`src/rtl/accum_cpu_core_if.sv`:
```
// accum_cpu_core_if: single-port synchronous RAM bus (cs/we/oe) between core and memory
interface accum_cpu_core_if #(
  parameter int ADDR_WIDTH = 8,
  parameter int DATA_WIDTH = 8
);
  logic [ADDR_WIDTH-1:0] mem_addr;
  logic [DATA_WIDTH-1:0] mem_wdata;
  logic [DATA_WIDTH-1:0] mem_rdata;
  logic                  mem_cs;
  logic                  mem_we;
  logic                  mem_oe;
  modport master(output mem_addr, mem_wdata, mem_cs, mem_we, mem_oe, input mem_rdata);
  modport slave(input mem_addr, mem_wdata, mem_cs, mem_we, mem_oe, output mem_rdata);
endinterface

```
`src/rtl/accum_cpu_core.sv`:
```
// accum_cpu_core: fetch/decode/execute controller for the two-word accumulator ISA
module accum_cpu_core #(
  parameter int ADDR_WIDTH = 8,
  parameter int DATA_WIDTH = 8
) (
  input  logic                  clk,
  input  logic                  rst_n,
  input  logic                  start,
  accum_cpu_core_if.master      mem,
  output logic                  halted,
  output logic                  retire,
  output logic                  illegal_op,
  output logic [ADDR_WIDTH-1:0] pc_out,
  output logic [DATA_WIDTH-1:0] ac_out
);
  typedef enum logic [3:0] {IDLE, F0, F0W, F1, F1W, DEC, RD, RDW, EXE, WR, HALT} state_t;
  state_t                state_q, state_d;
  logic [ADDR_WIDTH-1:0] pc_q, pc_d, ir2_q, ir2_d;
  logic [5:0]            ir1_q, ir1_d;
  logic [DATA_WIDTH-1:0] mbr_q, mbr_d, ac_q, ac_d;
  logic [3:0]            opcode;
  logic [1:0]            cond;
  logic                  ac_neg, ac_zero, skip;
  assign opcode  = ir1_q[5:2];
  assign cond    = ir1_q[1:0];
  assign ac_neg  = ac_q[DATA_WIDTH-1];
  assign ac_zero = ac_q == '0;
  assign skip    = cond == 2'd0 ? ac_neg :
                   cond == 2'd1 ? ac_zero :
                   cond == 2'd2 ? !ac_neg && !ac_zero : 1'b1;
  assign mem.mem_wdata = ac_q;
  assign halted = state_q == HALT;
  assign pc_out = pc_q;
  assign ac_out = ac_q;
  always_comb begin
    state_d      = state_q;
    pc_d         = pc_q;
    ir1_d        = ir1_q;
    ir2_d        = ir2_q;
    mbr_d        = mbr_q;
    ac_d         = ac_q;
    retire       = 1'b0;
    illegal_op   = 1'b0;
    mem.mem_addr = pc_q;
    mem.mem_cs   = 1'b0;
    mem.mem_we   = 1'b0;
    mem.mem_oe   = 1'b0;
    case (state_q)
      IDLE: state_d = start ? F0 : IDLE;
      F0, F1: begin
        mem.mem_cs = 1'b1;
        mem.mem_oe = 1'b1;
        state_d    = state_q == F0 ? F0W : F1W;
      end
      F0W: begin
        ir1_d   = mem.mem_rdata[DATA_WIDTH-1 -: 6];
        pc_d    = pc_q + ADDR_WIDTH'(1);
        state_d = F1;
      end
      F1W: begin
        ir2_d   = mem.mem_rdata[ADDR_WIDTH-1:0];
        pc_d    = pc_q + ADDR_WIDTH'(1);
        state_d = DEC;
      end
      DEC: begin
        state_d = F0;
        retire  = 1'b1;
        case (opcode)
          4'h1, 4'h3, 4'h4: begin
            state_d = RD;
            retire  = 1'b0;
          end
          4'h2: begin
            state_d = WR;
            retire  = 1'b0;
          end
          4'h9: pc_d = ir2_q;
          4'hA: ac_d = '0;
          4'h8: pc_d = skip ? pc_q + ADDR_WIDTH'(2) : pc_q;
          4'h7: state_d = HALT;
          default: illegal_op = 1'b1;
        endcase
      end
      RD: begin
        mem.mem_addr = ir2_q;
        mem.mem_cs   = 1'b1;
        mem.mem_oe   = 1'b1;
        state_d      = RDW;
      end
      RDW: begin
        mbr_d   = mem.mem_rdata;
        state_d = EXE;
      end
      EXE: begin
        ac_d    = opcode == 4'h1 ? mbr_q : opcode == 4'h3 ? ac_q + mbr_q : ac_q - mbr_q;
        retire  = 1'b1;
        state_d = F0;
      end
      WR: begin
        mem.mem_addr = ir2_q;
        mem.mem_cs   = 1'b1;
        mem.mem_we   = 1'b1;
        retire       = 1'b1;
        state_d      = F0;
      end
      HALT: state_d = start ? F0 : HALT;
      default: state_d = IDLE;
    endcase
  end
  always_ff @(posedge clk) begin
    if (!rst_n) begin
      state_q <= IDLE;
      pc_q    <= '0;
      ir1_q   <= '0;
      ir2_q   <= '0;
      mbr_q   <= '0;
      ac_q    <= '0;
    end else begin
      state_q <= state_d;
      pc_q    <= pc_d;
      ir1_q   <= ir1_d;
      ir2_q   <= ir2_d;
      mbr_q   <= mbr_d;
      ac_q    <= ac_d;
    end
  end
endmodule
```
`src/flat_wrapper.sv`:
```
// flat-port wrapper written by rule: the top's interface ports become plain ports
module accum_cpu_core_flat 
#(
  parameter int ADDR_WIDTH = 8,
  parameter int DATA_WIDTH = 8
)
  (clk, rst_n, start, halted, retire, illegal_op, pc_out, ac_out, mem_mem_addr, mem_mem_wdata, mem_mem_cs, mem_mem_we, mem_mem_oe, mem_mem_rdata);
  accum_cpu_core_if #(.ADDR_WIDTH(ADDR_WIDTH), .DATA_WIDTH(DATA_WIDTH)) mem_i ();
  input  logic clk;
  input  logic rst_n;
  input  logic start;
  output logic halted;
  output logic retire;
  output logic illegal_op;
  output logic [ADDR_WIDTH-1:0] pc_out;
  output logic [DATA_WIDTH-1:0] ac_out;
  output wire logic [$bits(mem_i.mem_addr)-1:0] mem_mem_addr;
  output wire logic [$bits(mem_i.mem_wdata)-1:0] mem_mem_wdata;
  output wire logic [$bits(mem_i.mem_cs)-1:0] mem_mem_cs;
  output wire logic [$bits(mem_i.mem_we)-1:0] mem_mem_we;
  output wire logic [$bits(mem_i.mem_oe)-1:0] mem_mem_oe;
  input wire logic [$bits(mem_i.mem_rdata)-1:0] mem_mem_rdata;
  assign mem_mem_addr = mem_i.mem_addr;
  assign mem_mem_wdata = mem_i.mem_wdata;
  assign mem_mem_cs = mem_i.mem_cs;
  assign mem_mem_we = mem_i.mem_we;
  assign mem_mem_oe = mem_i.mem_oe;
  assign mem_i.mem_rdata = mem_mem_rdata;
  accum_cpu_core #(.ADDR_WIDTH(ADDR_WIDTH), .DATA_WIDTH(DATA_WIDTH)) u_core (.clk(clk), .rst_n(rst_n), .start(start), .mem(mem_i), .halted(halted), .retire(retire), .illegal_op(illegal_op), .pc_out(pc_out), .ac_out(ac_out));
endmodule
```
`config.mk`:
```
export PLATFORM = sky130hd
export DESIGN_NAME = accum_cpu_core_flat
export DESIGN_NICKNAME = d
export VERILOG_FILES = /design/src/rtl/accum_cpu_core_if.sv /design/src/rtl/accum_cpu_core.sv /design/src/flat_wrapper.sv
export SDC_FILE = /design/constraint.sdc
export NUM_CORES = 1
export LEC_CHECK = 0
export CAP_MARGIN = 20
export CORE_AREA = 2 2 86 88
export CTS_CLUSTER_SIZE = 28
export DETAILED_ROUTE_END_ITERATION = 8
export DIE_AREA = 0 0 88 90
export HOLD_SLACK_MARGIN = 0.03
export PLACE_DENSITY = 0.67
export SETUP_SLACK_MARGIN = 0.1
export SYNTH_ARGS = -nofsm -noshare
export SYNTH_HDL_FRONTEND = slang
export SYNTH_SLANG_ARGS = --single-unit
```
`constraint.sdc`:
```
create_clock -name clk -period 3.7 [get_ports clk]
set_input_delay 0.74 -clock clk [delete_from_list [all_inputs] [get_ports clk]]
set_output_delay 0.74 -clock clk [all_outputs]
set_load 0.02 [all_outputs]
```
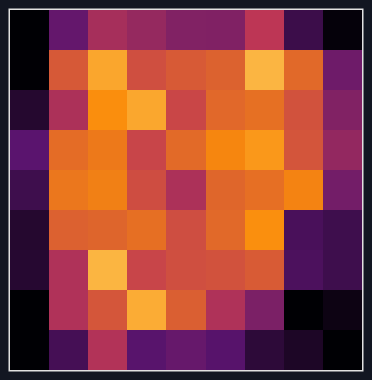
**Above:** placement density heat map.
Scale: 4 px per um. The die is cut into 9 by 9 equal tiles; black is low, pale yellow is high, 0 to 100% covered.
The emptiest ninth of the die: bottom right. 8.6% of the tiles are nearly empty. 9.9% of the tiles are over 75% full.
core box area: 0.00702 mm2
fp util: 43.2%
Core Util, Final: 51.9%

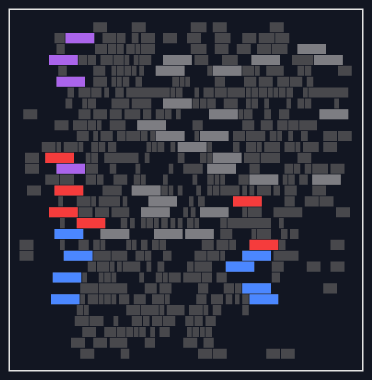
**Above:** where the registers sit.
Scale: 4 px per um.
Key: blue = u_core.ac_out [sequential cells 8]; red = u_core.ir1_q [sequential cells 6]; purple = u_core.state_q [sequential cells 4, where top left]
Another 24 sequential cells are not colored.
register area: 841 um2
Flop+latch power: 0.556 mW
flop share of the area: 23.1%

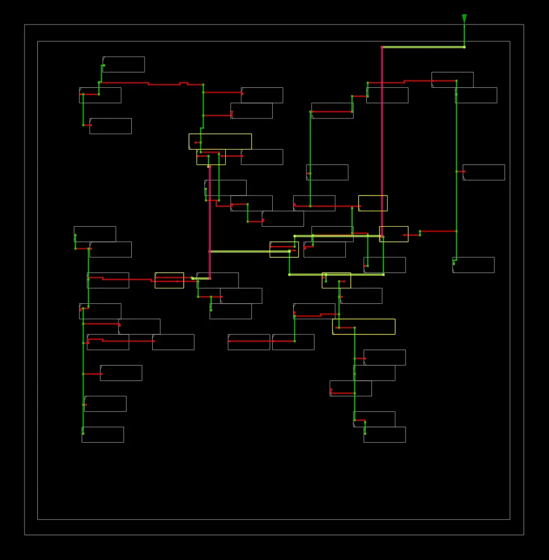
**Above:** clock nets.
CLK BUF: 6
Worst Clk Skew: 0.0167 ns
clock-net power: 0.448 mW
flip-flops: 42

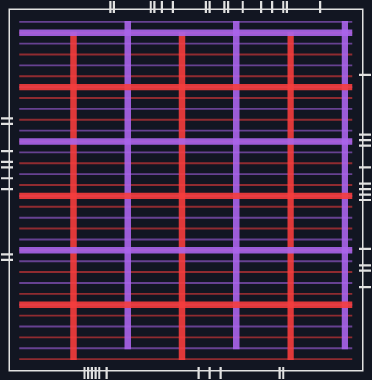
**Above:** floorplan with the power grid.
Scale: 4 px per um. Pins as bars on the die edge.
Key: purple = VDD; red = VSS
49 signal pins sit on the boundary. 6 straps on met5. 32 met1 rails follow the rows.

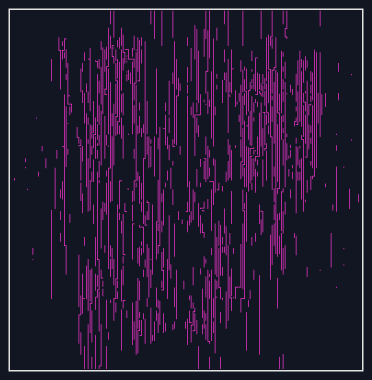
**Above:** M2 wires.
Scale: 4 px per um.
360 nets have wire on it. The layer carries 3640 um of wire. The wires run mostly vertical. The longest straight run is 45.9 um.
via count: 2900
GRT met2 Usage: 32.6%
drt total wl: 7880 um

==> flow_summary.json <==
{
  "yosysCellCount": 383,
  "whs_ns": 0.485,
  "cp-startpoint": "u_core.state_q[2]$_SDFF_PN0_",
  "comb_area_share_pct": 54.6,
  "simple_gate_share_pct": 25.5,
  "path_depth": 5,
  "path_class": "register to primary output",
  "wl_per_cell_um": 15.4,
  "endpoint": "mem_mem_addr[1]",
  "async_flop_share_pct": 0,
  "power_leader": "registers",
  "root_buffer": "clkbuf_8",
  "overflow": 0,
  "edf_count": 0,
  "setup_viol_count_final": 0,
  "ys_sh_mux_pct": 7.67,
  "synth_area_mm2": 0.00304,
  "adder_share_pct": 4.78,
  "die_x_um": 88,
  "syn_to_final_growth_pct": 20.1,
  "wl_met1_um": 3780,
  "switching_share_pct": 31.8,
  "final_common_cell": "nand2_1",
  "synth-main-ff-cell": "dfxtp_1",
  "slew_headroom_pct": 37.7,
  "outcome": "finished, final reports clean",
  "syn_nets": 405,
  "final_layout_top_logic_cells": "nand2_1 (54), clkdlybuf4s50_1 (48), dfxtp_1 (42), a21oi_1 (36), nor2_1 (31)",
  "grt_util_met3_pct": 3.67,
  "finalNetCount": 433,
  "hold_viol_final": 0
}
Power figures rest on the tool's default switching activity, not on a simulated workload.
